Design mem_wb_stage, sky130hd; sources not shown.
Figure 1. Logic cells by family.
Drawn at 3 px/um.
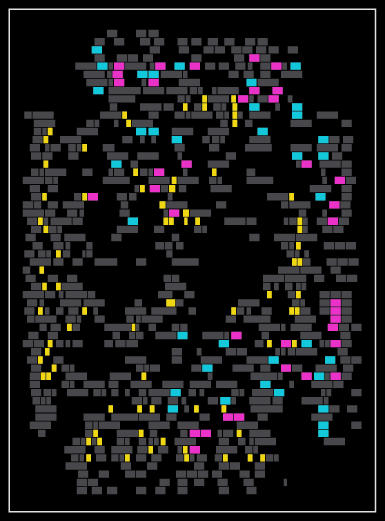
legend:
  yellow:
    family: nand cells
    cells: 76
    where: spread over the die
  cyan:
    family: non-inverting ao/oa cells
    cells: 36
  magenta:
    family: mux cells
    cells: 36
commonest non-fill, non-tap cell in the layout: clkdlybuf4s50_1
multi-input combinational area share: 30.9%

Figure 2. Layout detail.
Window x 46 to 76, y 102 to 132 um. Cells in grey, sequential cells in the stronger grey; small squares are vias.
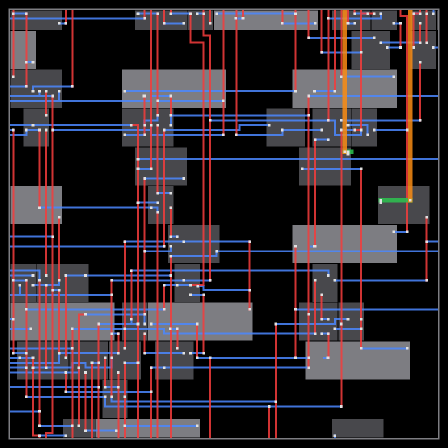
legend:
  orange:
    layer: M4
  blue:
    layer: M1
  red:
    layer: M2
  green:
    layer: M3
most frequent: o21ai_0 (9), dfxtp_1 (9)
sequential cells in the window: 9
cells with their middle in the window: 42

Figure 3. Signal wires by layer.
Drawn at 2 px/um. Only two layers are drawn.
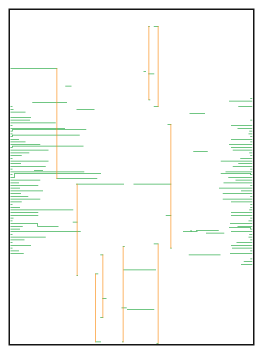
legend:
  orange:
    layer: M4
    wire_length: 402 um
  green:
    layer: M3
    wire_length: 1240 um
routed vias: 4607
total track usage: 16.5%
total wire length: 17000 um

Figure 4. Routing congestion.
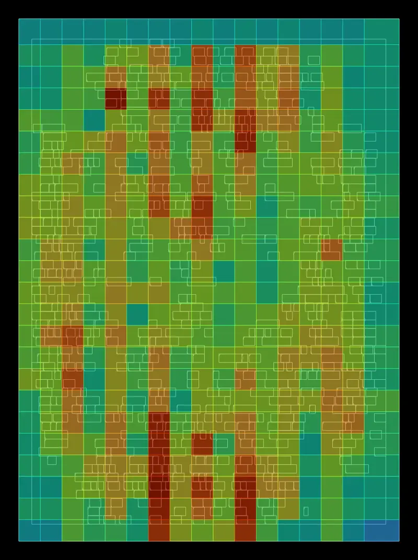
met2 usage in global routing: 28.5%
met1 Use GR: 18.8%
GR Layer Usage met3: 4.51%

Figure 5. Met1 routing.
Drawn at 2 px/um. Supply wires on this layer in grey.
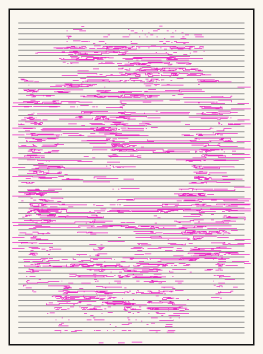
wire length on this layer: 6770 um
nets with wire on the layer: 685
share of all routed wire: 40%
longest straight run: 58.2 um
main direction: horizontal

==> summary.txt <==
fresh numbers from the pnr run: final net count 790, CTS max path bufs 2, clk sinks 108, simple-gate area share of the yosys netlist 9.49%, # port buffers 210, clock network contribution to total cell area 4.51%, Tmin final 1700 ps, Slowest Stage Delay on Critical Path 670 ps, pin count of the biggest net entering global routing 49, Internal Power 4.03 mW, HP Class in2reg, Post-synth top flop dfxtp_1, die height 167 um, Post-synth seq share 46.1%, first-pass GRT wire length 26600 um, Setup crit end kind primary output, aoi share 30.3%, nonclk buf count 228, Cells after Synth 504, fin. max-slew vios 0, Tool Warnings 26, most common cell in the synthesized netlist dfxtp_1, Final Cycle Share 85.1%, routed wire length on met2 8620 um, H-tree Lvls 3, Routed met3 length 1240 um, First-pass DRT Iterations 4, placed cells 908, Comb gates 334, Worst Tran Pin Value 549 ps, Cell Type Count 25, most instantiated cells after synthesis dfxtp_1 (108), o21ai_0 (106), nand3_1 (70), ANT nets after route 0, layout cell share with drive strength beyond 1 5.96%, tapcell count 236, type of the worst setup path reg2out, Vias/cell 4.98, area of the mapped netlist 4690 um2, drc violations 0, sw power 1.53 mW, Ports 212, fill count 1768, crit path DRT 1800 ps, Synth top area share 46.1%, synthesized flop and latch total 108, Sequential Power Share 42.7%, Comb. pwr 1.21 mW, Comb pwr share 21.8%, critical-path cell list clkdlybuf4s50_1, final core area utilization 41.7%, Pwr Total 5.56 mW, power share of the clock group 35.5%, Leading cell kind buffers, XOR/XNOR Fraction of Synth Area 0%, top comb family, area AND-OR/OR-AND gates, Starting DRT DRC Count 276, Rows 57, Floorplan Nets 611, clock slew at reported path FFs 70 ps, Clock Skew 4.56 ps, Sw Ratio 27.5%, Seq/total area 29.6%, CP max FO 9, Starting Density 26.8%, met1 wire length 6770 um, DP Area 6980 um2, DIE AREA 20300 um2, final cell count without fillers 925, drt wl/cell 18.4 um, Die W 122 um, MUX area fraction 7.68%, WHS 346 ps, critical path depth 1, Largest delay share family, worst path buffers and inverters, most instantiated logic cells after routing clkdlybuf4s50_1 (209), dfxtp_1 (107), o21ai_0 (106), Cell area leaders dfxtp_1 (46%), o21ai_0 (11%), a21boi_0 (9.4%), initial antenna violation count 1, vias in the first global route 4891, Clk. pwr 1.97 mW, Yosys chip area 4690 um2, CTS Hold Bufs 0, Worst R2R Path Depth 4, largest power group sequential cells, Non-clock inverters 2, post-CTS repair timing setup buffer count 0, CP max-delay cell clkdlybuf4s50_1, design area 7320 um2, reg2reg setup slack 510 ps, post-cts sizing count 0, WHS Path Cells 2, dpl ws 90.1 ps, GPL Wtd Cong 0.766, Final setup violation count 0, sequential cell power 2.38 mW, f_max 588 MHz, ys cells 504, CTS root buffer clkbuf_16, Detail Placement HPWL 12200 um, highest routed layer met4, WP buf/inv 1, status finished, final reports clean, clkbuf count 9, Sequential Area 2160 um2, Adders+Majority by Area 0%, CP arrival 1500 ps, final hold vios 0, grt ovf 0, Non-clock buffering overhead 30.9%, Top Usage Layer GRT met2, FFs & Latches 108, Syn Area/Cell 9.31 um2, startpoint types flip-flop, setup TNS 0 ps, Synth area leader dfxtp_1
Power and IR drop assume default switching activity.
